===== src/rtl/bky_shift_ctrl.sv =====
// Buckeye serial configuration engine: shifts one 48-bit word into each
// unmasked chip over AMPIN/AMPCLK and captures the old word from AMPOUT.
module bky_shift_ctrl #(
  parameter int unsigned HALF = 2
) (
  input  logic        CMSCLK,
  input  logic        RST_B,
  input  logic        WR_EN,
  input  logic [2:0]  WR_ADDR,
  input  logic [47:0] WR_DATA,
  input  logic [2:0]  RD_ADDR,
  output logic [47:0] RD_DATA,
  input  logic [5:0]  MASK,
  input  logic        START,
  output logic        BUSY,
  output logic        DONE,
  output logic [5:0]  AMPIN,
  output logic [5:0]  AMPCLK,
  input  logic [5:0]  AMPOUT
);

  localparam int unsigned NCHIP  = 6;
  localparam int unsigned WORD_W = 48;
  localparam int unsigned BIT_W  = 6;
  localparam int unsigned PH_W   = 4;

  localparam logic [BIT_W-1:0] LAST_BIT = BIT_W'(WORD_W - 1);
  localparam logic [PH_W-1:0]  PH_LAST  = PH_W'(HALF - 1);

  typedef enum logic [1:0] {
    S_IDLE = 2'd0,
    S_LOW  = 2'd1,
    S_HIGH = 2'd2,
    S_FIN  = 2'd3
  } state_t;

  state_t                  state_q, state_d;
  logic [BIT_W-1:0]        bit_q, bit_d;
  logic [PH_W-1:0]         ph_q, ph_d;
  logic [NCHIP-1:0]        msk_q, msk_d;
  logic                    capture;
  logic                    wr_ok;
  logic                    busy_d, done_d;
  logic [NCHIP-1:0]        ampin_d, ampclk_d;
  logic [WORD_W-1:0]       cfg_q [NCHIP];
  logic [WORD_W-1:0]       rb_q  [NCHIP];

  // Writes land only when no shift is running or about to report done.
  assign wr_ok = WR_EN && !BUSY && (state_q == S_IDLE);

  // State, bit and phase registers.
  always_ff @(posedge CMSCLK or negedge RST_B) begin
    if (!RST_B) begin
      state_q <= S_IDLE;
      bit_q   <= '0;
      ph_q    <= '0;
      msk_q   <= '0;
    end else begin
      state_q <= state_d;
      bit_q   <= bit_d;
      ph_q    <= ph_d;
      msk_q   <= msk_d;
    end
  end

  // Next state, counters and registered-output next values.
  always_comb begin
    state_d  = state_q;
    bit_d    = bit_q;
    ph_d     = ph_q;
    msk_d    = msk_q;
    capture  = 1'b0;
    busy_d   = 1'b0;
    done_d   = 1'b0;
    ampin_d  = '0;
    ampclk_d = '0;

    unique case (state_q)
      S_IDLE: begin
        // DONE high means the previous shift is still reporting; ignore START.
        if (START && !DONE) begin
          msk_d   = MASK;
          bit_d   = '0;
          ph_d    = '0;
          state_d = S_LOW;
        end
      end
      S_LOW: begin
        if (ph_q == PH_LAST) begin
          ph_d    = '0;
          capture = 1'b1;
          state_d = S_HIGH;
        end else begin
          ph_d = ph_q + PH_W'(1);
        end
      end
      S_HIGH: begin
        if (ph_q == PH_LAST) begin
          ph_d = '0;
          if (bit_q == LAST_BIT) begin
            state_d = S_FIN;
          end else begin
            bit_d   = bit_q + BIT_W'(1);
            state_d = S_LOW;
          end
        end else begin
          ph_d = ph_q + PH_W'(1);
        end
      end
      S_FIN: begin
        state_d = S_IDLE;
      end
      default: begin
        state_d = S_IDLE;
      end
    endcase

    // Pins follow the state one cycle later, so they change on clean edges.
    busy_d   = (state_q == S_LOW) || (state_q == S_HIGH);
    done_d   = (state_q == S_FIN);
    ampclk_d = (state_q == S_HIGH) ? msk_q : '0;
    for (int n = 0; n < NCHIP; n++) begin
      ampin_d[n] = busy_d && msk_q[n] && cfg_q[n][bit_q];
    end
  end

  // Registered status and chip-facing outputs.
  always_ff @(posedge CMSCLK or negedge RST_B) begin
    if (!RST_B) begin
      BUSY   <= 1'b0;
      DONE   <= 1'b0;
      AMPIN  <= '0;
      AMPCLK <= '0;
    end else begin
      BUSY   <= busy_d;
      DONE   <= done_d;
      AMPIN  <= ampin_d;
      AMPCLK <= ampclk_d;
    end
  end

  // Config words from the host and readback words shifted in from AMPOUT.
  always_ff @(posedge CMSCLK or negedge RST_B) begin
    if (!RST_B) begin
      for (int n = 0; n < NCHIP; n++) begin
        cfg_q[n] <= '0;
        rb_q[n]  <= '0;
      end
    end else begin
      for (int n = 0; n < NCHIP; n++) begin
        if (wr_ok && (WR_ADDR == 3'(n + 1))) begin
          cfg_q[n] <= WR_DATA;
        end
        if (capture && msk_q[n]) begin
          rb_q[n] <= {AMPOUT[n], rb_q[n][WORD_W-1:1]};
        end
      end
    end
  end

  // Readback mux; addresses 0 and 7 read as zero.
  always_comb begin
    RD_DATA = '0;
    for (int n = 0; n < NCHIP; n++) begin
      if (RD_ADDR == 3'(n + 1)) begin
        RD_DATA = rb_q[n];
      end
    end
  end

endmodule


===== config.mk =====
export PLATFORM = sky130hd
export DESIGN_NAME = bky_shift_ctrl
export DESIGN_NICKNAME = d
export VERILOG_FILES = /design/src/rtl/bky_shift_ctrl.sv
export SDC_FILE = /design/constraint.sdc
export NUM_CORES = 1
export LEC_CHECK = 0
export CORE_MARGIN = 3
export CORE_UTILIZATION = 30
export CTS_BUF_LIST = sky130_fd_sc_hd__clkbuf_2 sky130_fd_sc_hd__clkbuf_4 sky130_fd_sc_hd__clkbuf_8
export CTS_CLUSTER_SIZE = 20
export DETAILED_ROUTE_END_ITERATION = 8
export GPL_ROUTABILITY_DRIVEN = 0
export PLACE_DENSITY = 0.55
export SYNTH_ARGS = -nofsm -noshare
export SYNTH_HDL_FRONTEND = slang
export SYNTH_SLANG_ARGS = --single-unit

===== constraint.sdc =====
create_clock -name CMSCLK -period 2.65 [get_ports CMSCLK]
set_clock_uncertainty 0.2 [all_clocks]
set_input_delay 0.53 -clock CMSCLK [delete_from_list [all_inputs] [get_ports CMSCLK]]
set_output_delay 0.53 -clock CMSCLK [all_outputs]
set_load 0.02 [all_outputs]

Figure 1. The clock network (run 1).
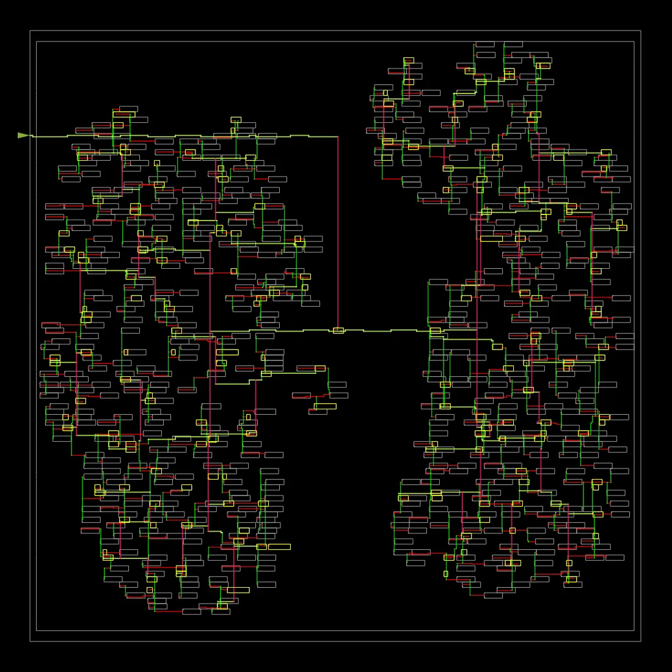
clock buffers: 166
flip-flops: 608
P_clk: 9.39 mW
CTS Sinks: 608
total clock buffers created by CTS: 106

Figure 2. Metal 3 (run 1).
(1 px per um) Cells faint in the background.
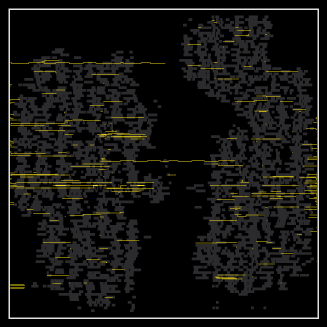
nets with wire on the layer: 150
longest straight run: 95.2 um
wire length on this layer: 3,180 um
share of all routed wire: 4.6%
grt met3 use: 3.053%
Vias: 17,013
routed wire length: 69.62 mm

Figure 3. Nets reached from selected ports (run 1).
(1.5 px per um)
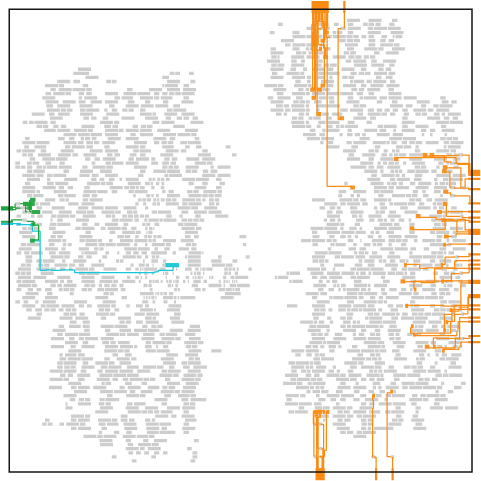
[green] WR_ADDR | direction: input | edge: left | end cells: 8 | wire: 81.0 um
[cyan] BUSY | direction: output | edge: left | end cells: 1 | wire: 161 um
[orange] RD_DATA | direction: output | edge: 27 right, 13 top, 8 bottom | end cells: 48 | wire: 1,960 um
I/O pin count: 132
I/O Buffers: 131

==> results_slide.txt, run 1 <==
Implementation Results

Run status
  – Failing checks: negative setup slack
  – Status: complete, but fails checks

Yosys
  – Xor/xnor share: 0%
  – Dominant flop cell: dfrtp_1
  – Adder share: 0.3213%
  – Comb area leader: multiplexers
  – Synth Instances: 1,837
  – Synthesized area: approximately 27,000 um2
  – Simple share: 1.772%
  – Multiplexer share: 32.39%
  – Ranking of synthesized cells by area: dfrtp_1 (56%), mux2_2 (22%), mux4_2 (4.7%)
  – Yosys chip area: 27,260 um2
  – Flops after synth: 608
  – Yosys top cell by area: dfrtp_1
  – Max-area cell share: a little under three fifths

Cells and area
  – #MultiIn Comb: ~1,100
  – Filler cell count: roughly 8,500
  – Final nets: 2,191
  – Dominant logic cell type in the layout: dfrtp_1
  – Layout Area Growth over Synthesis: 25.06%
  – Clock-cell share: 6.912%
  – Ant diodes: 3
  – Sequential share of cell area: 44.65%
  – Logic share of the area: between 30% and 40%

Floorplanning
  – Core utilization before placement: between 30% and 40%
  – Rows: approximately 110
  – Tapcells inserted: 1,165
  – Core area: 89,190 um2

Detailed routing
  – Met3 WL: 3.179 mm
  – DR pass1 iterations: 5
  – Uppermost layer routed: met5
  – WL/cell: 20.70 um
  – Via density: 5.059
  – DR DRC count: 0

Power and ir drop
  – Psw: about 8.4 mW
  – Comb pwr share: between 20 and 25%
  – Leak: around 16 nW
  – Peak supply drop: 443.7 uV
  – Seq pwr: 12.4 mW
  – Pint: 20.61 mW

Critical path
  – Critical path arrival: 1.97 ns
  – Worst flop-to-flop path startpoint: state_q[1]
  – CP delay by family, top: AND-OR/OR-AND gates
  – WP depth: 8
  – Critical path type: in2out
  – Top cell by count, worst path: buf_4
  – Critical path startpoint category: input port
  – Crit-path max FO: 14

Global routing
  – M2 GR Usage: 24.49%
  – Largest net degree at the start of global routing: around 110
  – GR peak layer: met2
  – Global route overflow: 0
  – Vias in the first global route: 18,569
  – Total GRT Usage: 14.77%
  – First-pass GRT wire length: 109.7 mm

Clock tree
  – Clock transition at path regs: 0.06 ns
  – Clk_lat worst skew: 0.71 ns
  – # Post-CTS Setup Buffers: 33
  – H-tree depth: 3
  – Cts hold-fix bufs: 1
  – CTS tree: done
  – Post-CTS Resized: approximately 310

Timing
  – Final hold viol count: 0
  – Worst setup margin: -0.05039 ns
  – Worst slew pin tran: 0.7461 ns
  – Final setup vio count: 6

Placement
  – DP Worst Slack: -0.5892 ns
run 1: cells in the mapped netlist (4+ instances only):
library cell and count:
ha_1 7, buf_2 53, mux2_1 95, nand2_1 22, a221oi_1 54, buf_1 9, a21oi_1 53, buf_6 7
o21ai_0 7, and2_1 11, buf_4 11, mux4_2 57, nor2_1 11, nand2b_1 11, o221ai_1 12, nand3b_1 6
nor2b_1 4, mux2_2 535, a22o_1 59, o22ai_1 49, inv_1 8, nand3_1 11, clkbuf_1 54, a211oi_1 13
o31ai_1 10, mux2i_1 37, dfrtp_1 608
run 1: state kept, by name, summed over array words and instances, names as in the netlist:
register  flops
AMPIN         6
AMPCLK        6
BUSY          1
msk_q         6
state_q       2
cfg_q       288
bit_q         6
DONE          1
ph_q          4
rb_q        288
Figure 4. Clock wires, drivers and flops (run 1).
(1.5 px per um)
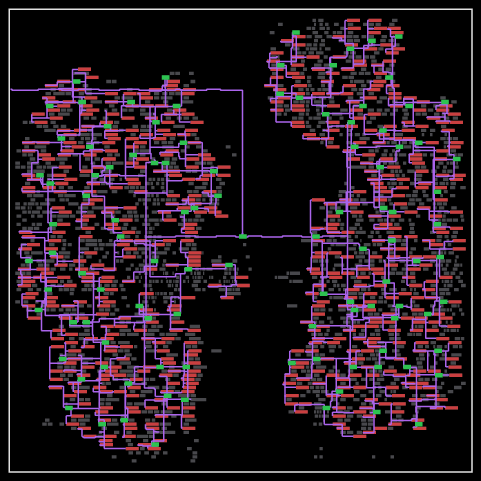

==> run 1 -> run 2 <==
--- a/config.mk
+++ b/config.mk
@@ -11,7 +11,7 @@
 export CTS_CLUSTER_SIZE = 20
 export DETAILED_ROUTE_END_ITERATION = 8
 export GPL_ROUTABILITY_DRIVEN = 0
-export PLACE_DENSITY = 0.55
+export HOLD_SLACK_MARGIN = 0.02
 export SYNTH_ARGS = -nofsm -noshare
 export SYNTH_HDL_FRONTEND = slang
 export SYNTH_SLANG_ARGS = --single-unit
Figure 5. Clock wires, drivers and flops (run 2).
(1.5 px per um)
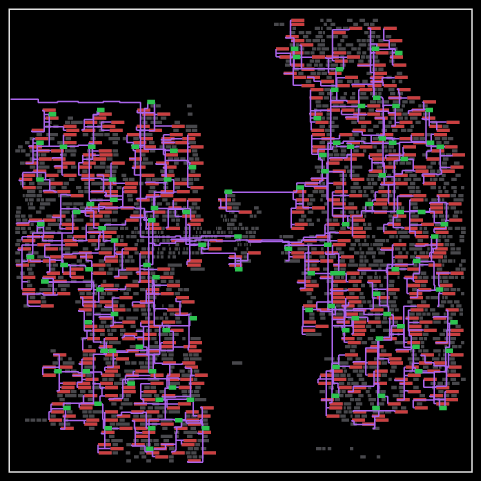
[red] flip-flops | count: 608
[green] cells driving clock nets | count: 106
[purple] clock wires | length: 8,480 um
flops lie: all over the die
routed clock nets: 107
P_clk: 9.06 mW
Clock power frac: 31.3%
clk_lat worst skew: 0.73 ns

==> run 2 against run 1 <==
Against the previous run:
- the run still ends with negative setup slack left
- fmax rose by 1.2%
- die size did not move
- global-route usage fell by 0.050 points
- clock power fell by 3.5%
- critical endpoint is now RD_DATA[0]
- highest routed layer unchanged
==> results_slide.txt, run 2 <==
Implementation Results

Run status
  – Status: complete, but fails checks
  – Failing checks: negative setup slack

Yosys
  – Dominant flop cell: dfrtp_1
  – Yosys chip area: 27,260 um2 (unchanged)
  – Synth Instances: 1,837 (unchanged)
  – Synthesized area: 27,260 um2 (unchanged)
  – Yosys top cell by area: dfrtp_1
  – Post-synth seq share: about 56%
  – Top cells by count: dfrtp_1 (608), mux2_2 (535), mux2_1 (95)
  – Most frequent cell after synthesis: dfrtp_1
  – Ranking of synthesized cells by area: dfrtp_1 (56%), mux2_2 (22%), mux4_2 (4.7%)
  – Flops after synth: 608 (unchanged)

Cells and area
  – Flip-flops: 608 (unchanged)
  – Filler cell count: 8,364 (-1.1%)
  – Clock-cell share: 6.572% (-0.34 points)
  – Sequential share of cell area: 44.74% (+0.088 points)
  – Finished Layout Cells: 3,337
  – Number of non-clock buffers: 291
  – Dominant logic cell type in the layout: dfrtp_1
  – Final nets: 2,177 (-0.64%)
  – Ant diodes: 2 (-1)
  – Logic share of the area: 35.25% (+0.22 points)
  – Top Registers: cfg_q x288, rb_q x288
  – Layout Area Growth over Synthesis: 24.83%

Timing
  – Final hold viol count: 0 (unchanged)
  – Worst slew pin tran: 0.7481 ns (+0.002074 ns)
  – Final setup vio count: 1 (-5)
  – Setup_tns: -0.01828 ns
  – Worst setup margin: -0.01828 ns (+0.03210 ns)

Global routing
  – M2 GR Usage: 24.34% (-0.15 points)
  – Global route overflow: 0 (unchanged)
  – Vias in the first global route: 18,331 (-1.3%)
  – Grt met3 use: 3.432% (+0.38 points)
  – First-pass GRT wire length: 109.1 mm (-0.55%)
  – Total GRT Usage: 14.72% (-0.050 points)
  – GR peak layer: met2

Critical path
  – Critical path startpoint category: flop
  – Crit path cell chain: a22o_1, a221oi_2, a21oi_1, buf_4, buf_6
  – Crit-path max FO: 2 (-12)
  – Critical path type: reg2out
  – CP delay by family, top: AND-OR/OR-AND gates
  – Crit end category: output pin
  – WP depth: 5 (-3)
  – Critical path arrival: 1.94 ns (-0.03 ns)
  – Worst flop-to-flop path startpoint: bit_q[0]

Detailed routing
  – Vias: 16,996 (-0.10%)
  – Met3 WL: 3.000 mm (-5.6%)
  – DR pass1 iterations: 5 (unchanged)
  – Via density: 5.093 (+0.68%)
  – DR DRC count: 0 (unchanged)
  – WL/cell: 21.04 um (+1.6%)
  – Uppermost layer routed: met5

Clock tree
  – Total clock buffers created by CTS: 106 (unchanged)
  – H-tree depth: 3 (unchanged)
  – CTS Sinks: 608 (unchanged)
  – Clock transition at path regs: 0.06 ns (about the same)
  – Post-CTS Resized: 288 (-5.9%)
  – Cts hold-fix bufs: 1 (unchanged)

Power and ir drop
  – Peak supply drop: 406.8 uV (-8.3%)
  – Leak: 15.90 nW (-0.44%)
  – PwrDens: 851.0 nW/um2

Placement
  – I/O Buffers: 131 (unchanged)
  – DP Worst Slack: -0.5339 ns (+0.05531 ns)

Floorplanning
  – I/O pin count: 132 (unchanged)
  – Tapcells inserted: 1,165 (unchanged)
  – Rows: 109 (unchanged)
  – Core utilization before placement: 30.56% (unchanged)
Figure 6. The clock network (run 2).
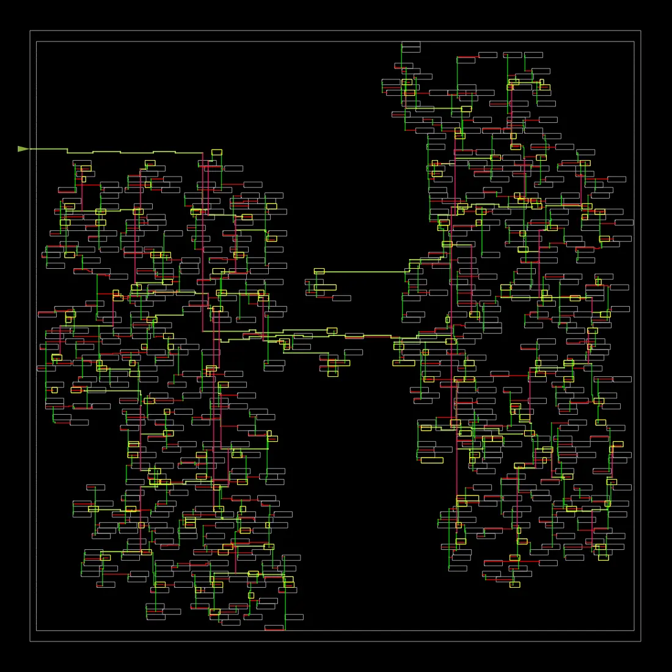
clock buffers: 156

-- run 2: cell counts after synthesis --
No cell type changed its count.
-- run 2: cells by family (layout without fill, tap and decap cells) --
family	Yosys count	in the layout	synth area share [%]
adders and majority gates	7	7	0.3213
buffers and inverters	144	477	2.653
other	0	2	0
muxes	727	727	32.39
and+or+nand+nor	88	88	1.772
AOI/OAI and AO/OA	263	263	7.046
DFF	608	608	55.82
-- run 2: through the flow --
step / area, um2 / total power, mW
floorplan: 27330 / 16.78
global placement: 30830 / 19.46
detailed placement: 30830 / 19.78
CTS: 33630 / 29.18
global route: 34020 / 30.40
finish: 34020 / 28.96
-- run 2: where the power goes --
group	leakage (nW)	switching, mW	total [mW]	internal, mW
combinational	6.51	3.57	7.53	3.96
clock	1.19	3.86	9.06	5.20
sequential	8.20	1.15	12.4	11.2
Figure 7. Nets reached from selected ports (run 2).
(1.5 px per um)
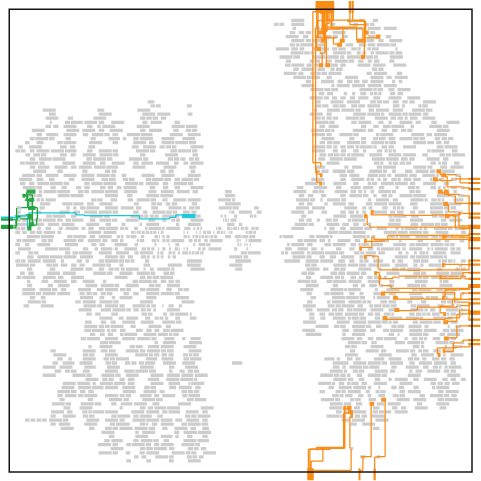

==> run 2 -> run 3 <==
--- a/config.mk
+++ b/config.mk
@@ -6,7 +6,7 @@
 export NUM_CORES = 1
 export LEC_CHECK = 0
 export CORE_MARGIN = 3
-export CORE_UTILIZATION = 30
+export CORE_UTILIZATION = 35
 export CTS_BUF_LIST = sky130_fd_sc_hd__clkbuf_2 sky130_fd_sc_hd__clkbuf_4 sky130_fd_sc_hd__clkbuf_8
 export CTS_CLUSTER_SIZE = 20
 export DETAILED_ROUTE_END_ITERATION = 8
Figure 8. Nets reached from selected ports (run 3).
(1.5 px per um)
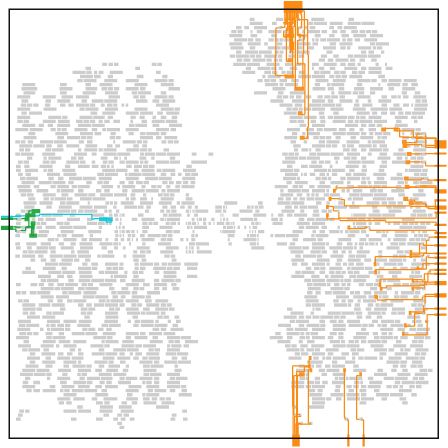
[green] WR_ADDR | direction: input | edge: left | end cells: 8 | wire: 73.9 um
[orange] RD_DATA | direction: output | edge: 28 right, 13 top, 7 bottom | end cells: 48 | wire: 2,000 um
[cyan] BUSY | direction: output | edge: left | end cells: 1 | wire: 82.5 um

==> run 3 against run 2 <==
Against the previous run:
- the run now ends clean
- flip-flop count did not move
- die size is 14% lower
- first-iteration DRC count fell by 15%
- setup slack improved by 0.057 ns
- final cell count is 4.3% lower
- core utilization is 5.9 points higher
- area after synthesis is the same
- worst hold slack better by 0.023 ns
- final area down 0.90%
- power is 0.28% higher
- largest cell class unchanged
==> results_slide.txt, run 3 <==
Implementation Results

Placement
  – DP Worst Slack: -0.5214 ns (+0.01241 ns)
  – # placed instances: 2,971
  – I/O Buffers: 131 (unchanged)
  – Post-placement cell area: 30,660 um2 (-0.56%)

Floorplanning
  – I/O pin count: 132 (unchanged)
  – Core utilization before placement: 35.59% (+5.0 points)
  – Die Y-Extent: 285.1 um
  – Chip width: 285.1 um
  – Rows: 101 (-7.3%)
  – Core area: 76,580 um2
  – Tapcells inserted: 1,030 (-12%)

Cells and area
  – Dominant logic cell type in the layout: dfrtp_1
  – Clock-cell share: 7.054% (+0.48 points)
  – Number of non-clock buffers: 270 (-7.2%)
  – Filler cell count: 6,931 (-17%)
  – Finished Layout Cells: 3,194 (-4.3%)
  – Final nets: 2,153 (-1.1%)
  – Layout Area Growth over Synthesis: 23.71%
  – Logic share of the area: 35.50% (+0.25 points)
  – Final non-filler cell area: 33,720 um2 (-0.90%)
  – Top class by area: registers
  – Ant diodes: 3 (+1)
  – Top Registers: cfg_q x288, rb_q x288
  – Sequential share of cell area: 45.14% (+0.40 points)
  – Flip-flops: 608 (unchanged)

Critical path
  – Critical path arrival: 1.88 ns (-0.06 ns)
  – Worst flop-to-flop path startpoint: state_q[0]
  – Crit-path slowest cell: buf_6
  – Crit-path max FO: 18 (+16)
  – Crit end category: output pin
  – Worst path required time: 1.92 ns
  – FF-to-FF path depth: 7
  – Critical path startpoint category: input port
  – R2R setup slack: approximately 0.080 ns
  – Crit path cell chain: buf_4, buf_6, buf_4, o22ai_1, a21oi_1, buf_4
  – WP depth: 6 (+1)
  – Critical Path End: RD_DATA[9]
  – CP delay by family, top: buffers and inverters
  – Critical path type: in2out

Yosys
  – Adder share: 0.3213% (unchanged)
  – Most frequent cell after synthesis: dfrtp_1
  – Yosys cell types: roughly 42
  – Synthesized area: 27,260 um2 (unchanged)
  – Flops after synth: 608 (unchanged)
  – Ranking of synthesized cells by area: dfrtp_1 (56%), mux2_2 (22%), mux4_2 (4.7%)
  – Simple share: 1.772% (unchanged)
  – Synth Instances: 1,837 (unchanged)
  – Post-Synth AOI/OAI Area: 7.046% (unchanged)
  – Multiplexer share: 32.39% (unchanged)
  – Net Count, Synth: 1,914
  – Async SR Flop Fraction: 100.0%
  – Yosys chip area: 27,260 um2 (unchanged)
  – Comb area leader: multiplexers
  – Dominant flop cell: dfrtp_1
  – Post-synth seq share: 55.82% (unchanged)
  – Top cells by count: dfrtp_1 (608), mux2_2 (535), mux2_1 (95)
  – Xor/xnor share: 0% (unchanged)
  – Yosys top cell by area: dfrtp_1

Power and ir drop
  – Sw frac: 29.24% (-0.39 points)
  – Top power group: registers
  – P_comb: 7.31 mW (-2.9%)
  – Comb pwr share: 25.2% (-0.8 points)
  – Sequential power share: 42.5% (-0.2 points)
  – Clock power frac: 32.3% (+1.0 points)
  – Overall power: 29.04 mW (+0.28%)
  – Leak: 15.84 nW (-0.42%)
  – Seq pwr: 12.3 mW (about the same)
  – Psw: 8.490 mW (-1.1%)
  – Pint: 20.55 mW (+0.84%)
  – Peak supply drop: 514.8 uV (+27%)
  – PwrDens: 861.1 nW/um2 (+1.2%)

Detailed routing
  – Via density: 5.286 (+3.8%)
  – Met3 WL: 2.690 mm (-10%)
  – WL/cell: 21.61 um (+2.7%)
  – Uppermost layer routed: met5
  – Vias: 16,883 (-0.66%)
  – Met2 WL: 33.19 mm
  – DRT met1 WL: 31.50 mm
  – DR pass1 iterations: 5 (unchanged)
  – DR DRC count: 0 (unchanged)
  – Initial DRC Count: 842

Global routing
  – Vias in the first global route: 18,197 (-0.73%)
  – Global route overflow: 0 (unchanged)
  – Grt met3 use: 2.942% (-0.49 points)
  – Antenna violations before repair: 3
  – M2 GR Usage: 27.35% (+3.0 points)
  – M1 GR Usage: a little under a quarter
  – Largest net degree at the start of global routing: 96
  – GR peak layer: met2
  – First-pass GRT wire length: 108.5 mm (-0.54%)
  – Total GRT Usage: 16.81% (+2.1 points)

Run status
  – Status: completed

Timing
  – Final hold slack: 0.09928 ns
  – Setup_tns: 0 ns (+0.01828 ns)
  – Slew HR: 56.20%
  – RSZ-0062 raised after global routing: true
  – Fmax achieved: 0.3830 GHz
  – Final hold viol count: 0 (unchanged)
  – Post-layout period usage: 98.53%
  – Worst slew pin tran: 0.6557 ns (-0.09243 ns)
  – Worst setup margin: 0.03907 ns (+0.05735 ns)
  – Final setup vio count: 0 (-1)

Job
  – Tool warnings: 32

Clock tree
  – CTS tree: done
  – Clk_lat worst skew: 0.70 ns (-0.03 ns)
  – CTS Sinks: 608 (unchanged)
  – Clock Tree Root: clkbuf_8
  – H-tree depth: 3 (unchanged)
  – Clock transition at path regs: 0.06 ns (about the same)

Hold path
  – Hold Crit Class: in2async
Figure 9. The clock network (run 3).
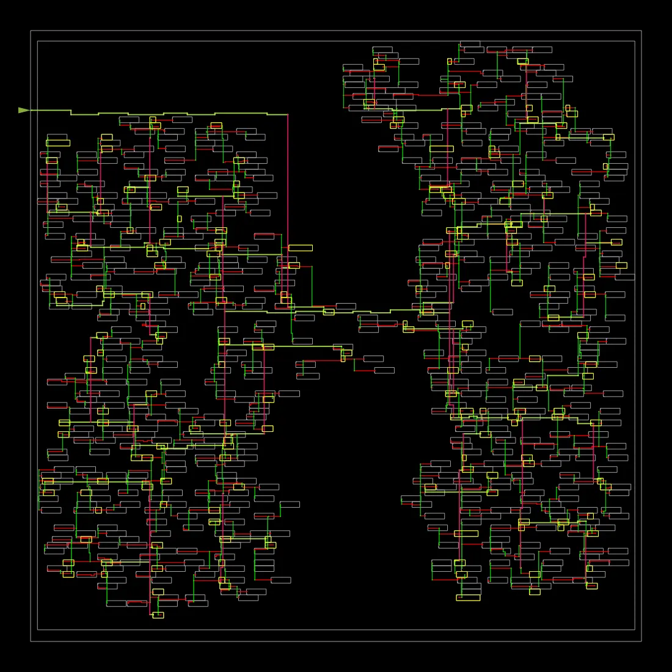
clock buffers: 165
P_clk: 9.39 mW
total clock buffers created by CTS: 103

-- run 3: timing repair --
| action | in CTS | in global routing |
|---|---|---|
| hold buffers | 1 | 0 |
| resized | 268 | 65 |
| pin swaps | 5 | 44 |
| endpoints found under the hold margin | 325 | 0 |
| gates cloned | 1 | 0 |
| setup buffers | 9 | 22 |
| setup endpoints to repair | 48 | 68 |
-- run 3: how the worst min path moves through the flow --
stage,from,depth (start not counted),to
6_report,RST_B,2,rb_q[21]
4_1_cts,RST_B,2,rb_q[213]
3_3_place_gp,RST_B,1,rb_q[213]
5_1_grt,RST_B,2,rb_q[21]
3_5_place_dp,RST_B,1,rb_q[213]
2_1_floorplan,RST_B,0,AMPCLK[0]
Power and IR drop assume default switching activity.
